run_1/layer_met1.png
Supply wires on this layer in grey.
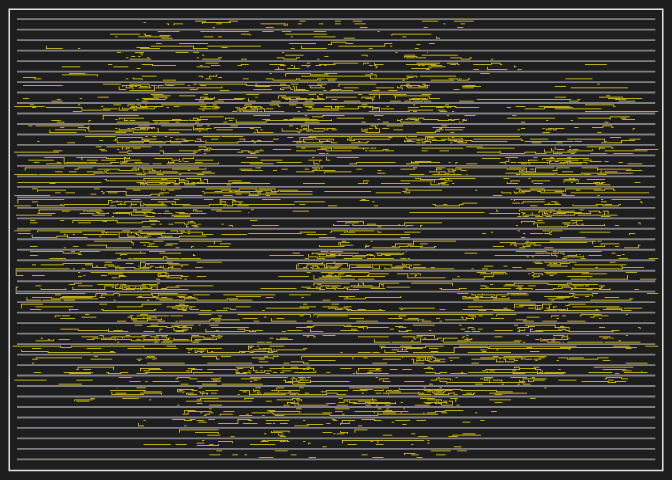
run_1/wires.png
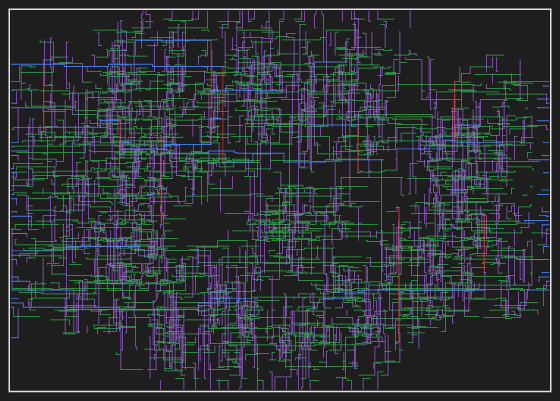
run_1/placement_by_type.png
Scale bar: 50 µm. Fill, decap, tap and diode cells in grey.
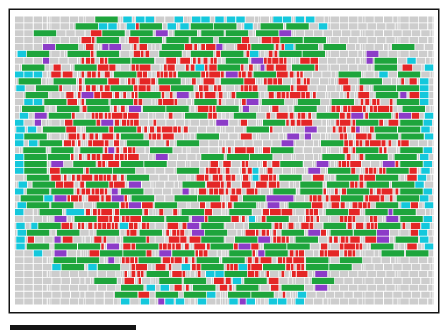
<file path="config.mk">
export PLATFORM = sky130hd
export DESIGN_NAME = sw_debounce
export DESIGN_NICKNAME = d
export VERILOG_FILES = /design/src/rtl/sw_pkg.sv /design/src/rtl/sw_debounce_bit.sv /design/src/rtl/sw_debounce.sv
export SDC_FILE = /design/constraint.sdc
export NUM_CORES = 1
export LEC_CHECK = 0
export CORE_ASPECT_RATIO = 0.7
export CORE_MARGIN = 1.5
export CORE_UTILIZATION = 54
export CTS_BUF_LIST = sky130_fd_sc_hd__clkbuf_2 sky130_fd_sc_hd__clkbuf_4 sky130_fd_sc_hd__clkbuf_8
export DETAILED_ROUTE_END_ITERATION = 7
export PLACE_DENSITY = 0.87
export SETUP_SLACK_MARGIN = 0.05
export SKIP_LAST_GASP = 1
export SLEW_MARGIN = 20
export SYNTH_ARGS = -nofsm -noshare
export SYNTH_HDL_FRONTEND = slang
export SYNTH_SLANG_ARGS = --single-unit
</file>
<file path="constraint.sdc">
create_clock -name i_clk -period 8.25 [get_ports i_clk]
set_input_delay 2.0625 -clock i_clk [delete_from_list [all_inputs] [get_ports i_clk]]
set_output_delay 2.0625 -clock i_clk [all_outputs]
set_load 0.1 [all_outputs]
</file>
<file path="src/rtl/sw_pkg.sv">
//------------------------------------------------------------------------------
// Module   : sw_pkg
// Brief    : Shared defaults and helpers for the switch debouncer.
// Revision : 1.0 - initial release
//------------------------------------------------------------------------------
`default_nettype none

package sw_pkg;

    localparam int SW_WIDTH        = 32;
    localparam int SW_TICK_DIV     = 50_000;
    localparam int SW_STABLE_TICKS = 4;

    // Counter width able to hold the value n (0..n inclusive).
    function automatic int sw_cnt_w(input int n);
        return (n < 1) ? 1 : $clog2(n + 1);
    endfunction

endpackage : sw_pkg

`default_nettype wire

</file>
<file path="src/rtl/sw_debounce_bit.sv">
//------------------------------------------------------------------------------
// Module   : sw_debounce_bit
// Brief    : One switch bit: 2-flop synchronizer, tick-qualified stability
//            counter and registered debounced level / change flag.
// Revision : 1.0 - initial release
//------------------------------------------------------------------------------
`default_nettype none

module sw_debounce_bit
    import sw_pkg::*;
#(
    parameter int STABLE_TICKS = SW_STABLE_TICKS
) (
    input  logic i_clk,
    input  logic i_reset,
    input  logic i_tick,
    input  logic i_sw_raw,
    output logic o_sw_data,
    output logic o_update,
    output logic o_changed
);

    localparam int                c_CNT_W = sw_cnt_w(STABLE_TICKS);
    localparam logic [c_CNT_W-1:0] c_LAST = c_CNT_W'(STABLE_TICKS - 1);

    logic               r_meta;
    logic               r_sync;
    logic [c_CNT_W-1:0] r_cnt;
    logic               r_data;
    logic               r_changed;

    logic               w_differs;
    logic               w_update;

    assign w_differs = (r_sync != r_data);
    // The final qualifying tick updates the output directly instead of
    // incrementing, so the counter never needs to reach STABLE_TICKS.
    assign w_update  = w_differs && i_tick && (r_cnt == c_LAST);

    always_ff @(posedge i_clk or posedge i_reset) begin
        if (i_reset) begin
            r_meta    <= 1'b0;
            r_sync    <= 1'b0;
            r_cnt     <= '0;
            r_data    <= 1'b0;
            r_changed <= 1'b0;
        end else begin
            r_meta    <= i_sw_raw;
            r_sync    <= r_meta;
            r_changed <= w_update;
            if (w_update) begin
                r_data <= r_sync;
                r_cnt  <= '0;
            end else if (w_differs) begin
                if (i_tick) begin
                    r_cnt <= r_cnt + 1'b1;
                end
            end else begin
                r_cnt <= '0;
            end
        end
    end

    assign o_sw_data = r_data;
    assign o_update  = w_update;
    assign o_changed = r_changed;

endmodule : sw_debounce_bit

`default_nettype wire

</file>
<file path="src/rtl/sw_debounce.sv">
//------------------------------------------------------------------------------
// Module   : sw_debounce
// Brief    : WIDTH-bit switch debouncer with a shared free-running sample tick.
// Revision : 1.0 - initial release
//------------------------------------------------------------------------------
`default_nettype none

module sw_debounce
    import sw_pkg::*;
#(
    parameter int WIDTH        = SW_WIDTH,
    parameter int TICK_DIV     = SW_TICK_DIV,
    parameter int STABLE_TICKS = SW_STABLE_TICKS
) (
    input  logic             i_clk,
    input  logic             i_reset,
    input  logic [WIDTH-1:0] i_sw_raw,
    output logic [WIDTH-1:0] o_sw_data,
    output logic             o_sw_changed,
    output logic [WIDTH-1:0] o_change_mask
);

    localparam int                 c_TICK_W = $clog2(TICK_DIV);
    localparam logic [c_TICK_W-1:0] c_TICK_LAST = c_TICK_W'(TICK_DIV - 1);

    logic [c_TICK_W-1:0] r_tick_cnt;
    logic                w_tick;
    logic [WIDTH-1:0]    w_update;
    logic                r_sw_changed;

    assign w_tick = (r_tick_cnt == c_TICK_LAST);

    always_ff @(posedge i_clk or posedge i_reset) begin
        if (i_reset) begin
            r_tick_cnt <= '0;
        end else if (w_tick) begin
            r_tick_cnt <= '0;
        end else begin
            r_tick_cnt <= r_tick_cnt + 1'b1;
        end
    end

    // Summary flag is registered from the same update terms as the per-bit
    // change flags, so it lines up with o_change_mask.
    always_ff @(posedge i_clk or posedge i_reset) begin
        if (i_reset) begin
            r_sw_changed <= 1'b0;
        end else begin
            r_sw_changed <= |w_update;
        end
    end

    generate
        for (genvar g = 0; g < WIDTH; g++) begin : g_bit
            sw_debounce_bit #(
                .STABLE_TICKS (STABLE_TICKS)
            ) u_bit (
                .i_clk     (i_clk),
                .i_reset   (i_reset),
                .i_tick    (w_tick),
                .i_sw_raw  (i_sw_raw[g]),
                .o_sw_data (o_sw_data[g]),
                .o_update  (w_update[g]),
                .o_changed (o_change_mask[g])
            );
        end
    endgenerate

    assign o_sw_changed = r_sw_changed;

endmodule : sw_debounce

`default_nettype wire

</file>
==> results.toml, run 1 <==
# generated from flow reports
[run_status]
outcome = "finished clean"

[setup_path]
critPathMaxStageDelay_ns = 1.16
cp_top_family = "buffers and inverters"
crit_path_end = "o_sw_data[19]"
slowest_stage = "clkdlybuf4s50_1"
reg2reg_depth = 5
rrSetupSlack_ns = 5.46
worstPathArrival_ns = 2.08
cp-start-kind = "register"
reg2reg_to = "g_bit[29].u_bit.o_sw_data$_DFFE_PP0P_"
required_ns = 6.19
crit_chain = "clkdlybuf4s50_1"
worst_setup_path_end_kind = "output port"
path_class = "register to output port"
cp.depth = 1
critPathBufInv = 1

[layout]
final_common_cell = "dfrtp_1"
final_core_util_pct = 62.9
ff_count = 241
area_delta_synth_final_pct = 13.9
nNonClkInverters = 53
logic_gates = 561
signal_buffers = 103
layout-drive-gt1-share_pct = 8.90
diodes = 0
clkbuf_count = 59
largest_register_ffs = 96
seqCellArea_mm2 = 0.00603
sh_comb_area_pct = 29.9
logic_area_mm2 = 0.00356
final_cell_mix = "dfrtp_1, nor2_1, clkdlybuf4s50_1"
biggestCellCategory = "flip-flops and latches"
top_register = "g_bit.u_bit.r_cnt"
fill_cells = 1469
final_cell_count_no_fill = 1264

[logic_synthesis]
most_common_cell = "dfrtp_1"
syn_area_mm2 = 0.0104
synth.distinct_cells = 31
top_cell_area_share_pct = 57.8
ys_sh_aoi_pct = 5.60
numSynthFlops = 241
ys_area_mm2 = 0.0104
simple_gate_share_pct = 13.5
ys_async_sr_fraction_pct = 100
syn_nets = 1044
avgSynthCellArea_um2 = 11.0
yosysWarningCount = 0
synthXorXnorAreaFrac_pct = 3.77
edf_count = 0
ys_top_logic_family = "simple AND/OR/NAND/NOR gates"
ys_cells = 945
ys_seq_share_pct = 57.8
yosys_most_used_dff = "dfrtp_1"
ys_top_cells_by_count = "dfrtp_1, nor2_1, a21oi_1, nor3_1, nand2_1"
ys_sh_mux_pct = 3.45
yosys-top-cells-area = "dfrtp_1, ha_1, a21oi_1"
ys_sh_adder_pct = 7.79

[clock_network]
cts-htree-levels = 2
root_buffer = "clkbuf_8"
cts-hold-fix-buffers = 0
cts-buffers-inserted = 37
cts.repair.resized = 0
clock_path_buffers = 3
cts_tree = "built"

[placement]
placed_area_mm2 = 0.0111
pre_cts_ws_ns = 4.15
dpl.cell_count = 1200
place.gp.congestion = 0.737
port_buffers = 98
place.detailed.hpwl_um = 11500

[die]
tap_cells = 242
core_area_mm2 = 0.0189
die_w_um = 169
dieArea_mm2 = 0.0202
fp_util_pct = 55.2
io_pins = 99
die_y_um = 119

[final_timing]
tns_ns = 0
fin_worst_skew_ns = 0.0218
fin_crit_ns = 4.14
rsz0062_at_grt = "no"
relSlewSlack_pct = 29.9
finalHoldViolCount = 0
fmax_ghz = 0.241
maxSlewViolCount = 0
whs_ns = 0.341
finalCritPeriodShare_pct = 50.2
worstMarginPinSlew_ns = 1.05
setup_viol = 0

[routing]
drt-total-wl_um = 17700
wl_met3_um = 731
wl_met1_um = 8390
vias = 6529
drtIter0Drc = 388
maxUsedRoutingLayer = "met4"
dr_wl_met2_um = 8270
viasPerCell = 5.17
drt_first_pass_iters = 4
drc = 0
ant_nets = 0
wl_per_cell_um = 14.0

[power]
sequentialPowerShare_pct = 52.8
switching_power_uw = 483
total_power_uw = 2280
largestPowerGroup = "registers"
intPower_uw = 1800
switching_share_pct = 21.1
powerComb_uw = 56.2
p_leak_uw = 0.00544
power_frac_clock_pct = 44.8
p_per_area_mw_per_mm2 = 192
p_comb_share_pct = 2.5
ir_drop_v = 0.000118

[worst_hold_path]
whs_path_depth = 0
hold_class = "register to register"
worstHoldStart = "g_bit[2].u_bit.r_meta$_DFF_PP0_"
hold_end = "g_bit[2].u_bit.r_sync$_DFF_PP0_"

[global_route]
grt_pass1_vias = 6442
antenna_found_initial = 0
grtUsageMet1_pct = 25.4
busiest_layer = "met2"
grt_usage_pct = 18.3
grt_overflow_total = 0
grt_pass1_wl_um = 30000
gr-usage-met2_pct = 29.1
grt_util_met3_pct = 4.15

[job]
maxCapViolations = 0
tool_warnings = 28
Back to the opening pictures, layer_met1.png:
wire length on this layer: 8390 µm
longest straight run: 46.5 µm

Back to the opening pictures, wires.png:
[metal 1] green | wire length: 8390 µm
[metal 3] blue | wire length: 732 µm
[metal 2] purple | wire length: 8270 µm
[metal 4] red | wire length: 271 µm

Back to the opening pictures, placement_by_type.png:
[flops] green | cells: 241 | share of their area: 52%
[clock drivers and dummy loads] purple | cells: 64 | share of their area: 6.6%
[other buffers and delay cells] cyan | cells: 103 | share of their area: 8.9%
[combinational and other logic] red | cells: 614 | share of their area: 32%

==> run 1 -> run 2 <==
Clock period 8.25 ns to 3.81 ns, I/O delays scaled along.
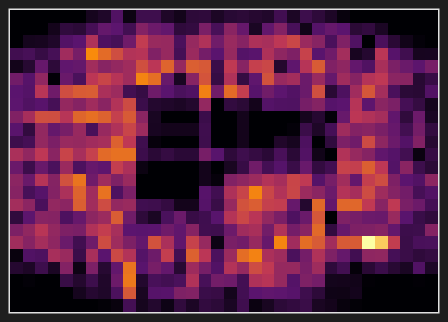
run_2/metal_density.png
34 x 24 tiles, from black (low) to pale yellow (high), scaled to the fullest tile. Values are wire area over tile area, all layers added.
nearly empty tiles: 13%
densest ninth of the die: west
tiles over half the peak: 12%
mean over tiles: 0.14
emptiest ninth of the die: centre
fullest tile: 0.52

==> run 2 against run 1 <==
  * Clock power up 110%
  * Clock-buffer cell count down 1
  * Clock skew up 0.0049 ns
  * Sequential share of layout area about the same
  * Total power up 110%
  * Non-clock buffer count up 1
  * Via count down 1.1%
  * Highest routed layer unchanged
==> results.toml, run 2 <==
# generated from flow reports
[worst_hold_path]
hold_class = "register to register"
hold_end = "g_bit[13].u_bit.r_sync$_DFF_PP0_"
worstHoldStart = "g_bit[13].u_bit.r_meta$_DFF_PP0_"
whs_path_depth = 0

[die]
die_y_um = 119
io_pins = 99
fp_util_pct = 55.2
dieArea_mm2 = 0.0202
tap_cells = 242
die_w_um = 169

[routing]
viasPerCell = 5.12
wl_met3_um = 863
drc = 0
drtIter0Drc = 396
drt-total-wl_um = 17600
ant_nets = 0
drt_first_pass_iters = 4
wl_per_cell_um = 14.0
vias = 6460
maxUsedRoutingLayer = "met4"
dr_wl_met2_um = 8090
wl_met1_um = 8380

[clock_network]
cts-hold-fix-buffers = 0
clock_latency_ns = 0.50
root_buffer = "clkbuf_8"
cts-buffers-inserted = 36
cts.clk_slew.worst_paths_ns = 0.07
cts.repair.resized = 0
clock_path_buffers = 3
cts_tree = "built"
cts.sinks = 241
cts-htree-levels = 2

[setup_path]
crit_chain = "clkdlybuf4s50_1"
startpoint = "g_bit[2].u_bit.o_sw_data$_DFFE_PP0P_"
reg2reg_to = "g_bit[1].u_bit.r_cnt[2]$_DFFE_PP0P_"
rrSetupSlack_ns = 1.47
cp.depth = 1
path_class = "register to output port"
crit_fanout = 3
critPathMaxStageDelay_ns = 1.17
worst_setup_path_end_kind = "output port"
worstPathArrival_ns = 2.06
required_ns = 2.86
cp-start-kind = "register"
reg2reg_depth = 7
crit_path_end = "o_sw_data[2]"
slowest_stage = "clkdlybuf4s50_1"
cp_top_family = "buffers and inverters"
critPathBufInv = 1

[placement]
placed_area_mm2 = 0.0111
pre_cts_ws_ns = 1.31
port_buffers = 98
place.gp.congestion = 0.756
dpl.cell_count = 1201
place.detailed.hpwl_um = 11900

[layout]
ff_count = 241
area_delta_synth_final_pct = 13.9
biggestCellCategory = "flip-flops and latches"
signal_buffers = 104
largest_register_ffs = 96
seqCellArea_mm2 = 0.00603
logic_gates = 561
final_common_cell = "dfrtp_1"
fill_cells = 1435
clkbuf_count = 58
final_cell_mix = "dfrtp_1, nor2_1, clkdlybuf4s50_1"
top_register = "g_bit.u_bit.r_cnt"
layout-drive-gt1-share_pct = 8.64
diodes = 0
sh_comb_area_pct = 29.9
final_core_util_pct = 62.9
fin_nets = 1096
nNonClkInverters = 53
logic_area_mm2 = 0.00356
final_cell_count_no_fill = 1261
design_area_mm2 = 0.0119
clkCellAreaFrac_pct = 6.27

[power]
intPower_uw = 3860
power_frac_clock_pct = 43.8
largestPowerGroup = "registers"
switching_power_uw = 1010
total_power_uw = 4860
p_per_area_mw_per_mm2 = 409
sequentialPowerShare_pct = 53.7
switching_share_pct = 20.7
clock_power_uw = 2130
p_comb_share_pct = 2.6
p_leak_uw = 0.00544
ir_drop_v = 0.000282
powerComb_uw = 124

[logic_synthesis]
ys_cells = 945
avgSynthCellArea_um2 = 11.0
ys_async_sr_fraction_pct = 100
synthXorXnorAreaFrac_pct = 3.77
ys_sh_aoi_pct = 5.60
edf_count = 0
yosys-top-cells-area = "dfrtp_1, ha_1, a21oi_1"
ys_sh_adder_pct = 7.79
syn_inst = 945
yosys_most_used_dff = "dfrtp_1"
syn_nets = 1044
synth.distinct_cells = 31
ys_sh_mux_pct = 3.45
ys_top_cells_by_count = "dfrtp_1, nor2_1, a21oi_1, nor3_1, nand2_1"
ys_top_logic_family = "simple AND/OR/NAND/NOR gates"
yosysWarningCount = 0
most_common_cell = "dfrtp_1"
numSynthFlops = 241
simple_gate_share_pct = 13.5
syn_area_mm2 = 0.0104
ys_area_mm2 = 0.0104
ys_seq_share_pct = 57.8
top_cell_area_share_pct = 57.8

[global_route]
grt_pass1_wl_um = 30900
grtUsageMet1_pct = 25.8
grt_pass1_vias = 6605
busiest_layer = "met2"
grt_util_met3_pct = 4.72
antenna_found_initial = 0
grt_usage_pct = 18.7
gr-usage-met2_pct = 29.6
grt_overflow_total = 0

[final_timing]
relSlewSlack_pct = 30.8
finalCritPeriodShare_pct = 79.0
whs_ns = 0.342
maxSlewViolCount = 0
worstMarginPinSlew_ns = 1.04
fin_crit_ns = 3.01
tns_ns = 0
fin_worst_skew_ns = 0.0267
fmax_ghz = 0.332
rsz0062_at_grt = "no"
setup_viol = 0
finalHoldViolCount = 0

[run_status]
outcome = "finished clean"

[job]
maxCapViolations = 0
tool_warnings = 33
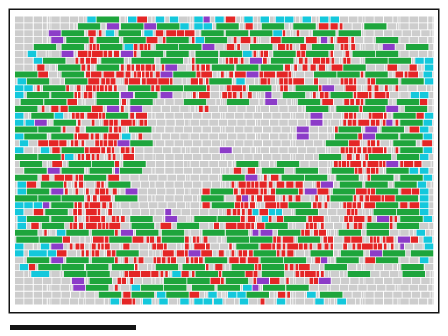
run_2/placement_by_type.png
Scale bar: 50 µm. Fill, decap, tap and diode cells in grey.
row count: 42
Core Area: 0.0189 mm²

==> run 2 -> run 3 <==
Settings changed: CORE_UTILIZATION 54 to 55, PLACE_DENSITY 0.87 to 0.85.
Clock period 3.81 ns to 2.9 ns, I/O delays scaled along.
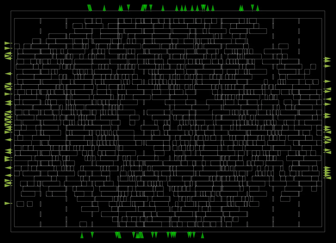
run_3/placement.png
flop share of the area: 51.0%
row count: 41

==> run 3 against run 2 <==
  * Worst hold slack about the same
  * Sequential share of layout area increased by 0.29 points
  * Synthesized area unchanged
  * Register-to-register slack got worse by 0.57 ns
  * Clock-buffer cell count increased by 4
  * Via count increased by 1.3%
  * Core utilization increased by 1.7 points
  * Wire length increased by 1.3%
  * Design area decreased by 0.57%
  * Cell count about the same
  * First-iteration DRC count increased by 2.3%
==> results.toml, run 3 <==
# generated from flow reports
[logic_synthesis]
synth.distinct_cells = 31
yosys-top-cells-area = "dfrtp_1, ha_1, a21oi_1"
ys_sh_mux_pct = 3.45
ys_top_logic_family = "simple AND/OR/NAND/NOR gates"
ys_area_mm2 = 0.0104
yosys_most_used_dff = "dfrtp_1"
syn_inst = 945
syn_nets = 1044
ys_top_cells_by_count = "dfrtp_1, nor2_1, a21oi_1, nor3_1, nand2_1"
synthXorXnorAreaFrac_pct = 3.77
ys_sh_adder_pct = 7.79

[global_route]
grt_pass1_wl_um = 31100
busiest_layer = "met2"
antenna_found_initial = 0
grtUsageMet1_pct = 26.5
grt_usage_pct = 19.2
grt_pass1_vias = 6670
gr-usage-met2_pct = 29.7

[layout]
fill_cells = 1369
nNonClkInverters = 53
diodes = 0
clkCellAreaFrac_pct = 6.73
layout-drive-gt1-share_pct = 15.6
biggestCellCategory = "flip-flops and latches"
final_cell_count_no_fill = 1262
final_cell_mix = "dfrtp_1, nor2_1, a21oi_1"
sh_comb_area_pct = 30.1
ff_count = 241
area_delta_synth_final_pct = 13.3
logic_gates = 561
seqCellArea_mm2 = 0.00603
logic_area_mm2 = 0.00356

[routing]
maxUsedRoutingLayer = "met4"
ant_nets = 0
vias = 6544
wl_per_cell_um = 14.1
drt_first_pass_iters = 4
wl_met1_um = 8380
wl_met3_um = 1070

[clock_network]
root_buffer = "clkbuf_8"
cts-hold-fix-buffers = 0
clock_latency_ns = 0.53
clock_path_buffers = 3
cts.sinks = 241

[power]
switching_share_pct = 21.3
intPower_uw = 5160
p_leak_uw = 0.00562
ir_drop_v = 0.000382
total_power_uw = 6550
p_comb_share_pct = 2.6

[placement]
pre_cts_ws_ns = 0.904
placed_area_mm2 = 0.0110
place.detailed.hpwl_um = 11700

[setup_path]
critPathMaxStageDelay_ns = 0.44
crit_path_end = "o_sw_data[27]"
slowest_stage = "dfrtp_1"
reg2reg_to = "g_bit[15].u_bit.o_sw_data$_DFFE_PP0P_"
cp_top_family = "flip-flops"
critPathBufInv = 1
crit_fanout = 3
cp.depth = 1
reg2reg_depth = 6
startpoint = "g_bit[27].u_bit.o_sw_data$_DFFE_PP0P_"
worstPathArrival_ns = 1.29
worst_setup_path_end_kind = "output port"

[die]
dieArea_mm2 = 0.0198
io_pins = 99

[final_timing]
finalHoldViolCount = 0
relSlewSlack_pct = 59.1
finalCritPeriodShare_pct = 69.4
fin_crit_ns = 2.01
whs_ns = 0.342
fin_worst_skew_ns = 0.0155
setup_viol = 0
rsz0062_at_grt = "no"
fmax_ghz = 0.497
tns_ns = 0

[job]
maxCapViolations = 0
tool_warnings = 29

[run_status]
outcome = "finished clean"
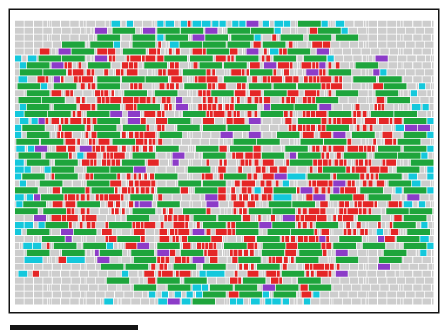
run_3/placement_by_type.png
Scale bar: 50 µm. Fill, decap, tap and diode cells in grey.
[flops] green | cells: 241 | share of their area: 52%
[other buffers and delay cells] cyan | cells: 106 | share of their area: 8.2%
[combinational and other logic] red | cells: 614 | share of their area: 33%
[clock drivers and dummy loads] purple | cells: 65 | share of their area: 6.9%

Power is estimated from default activity; no workload was simulated.
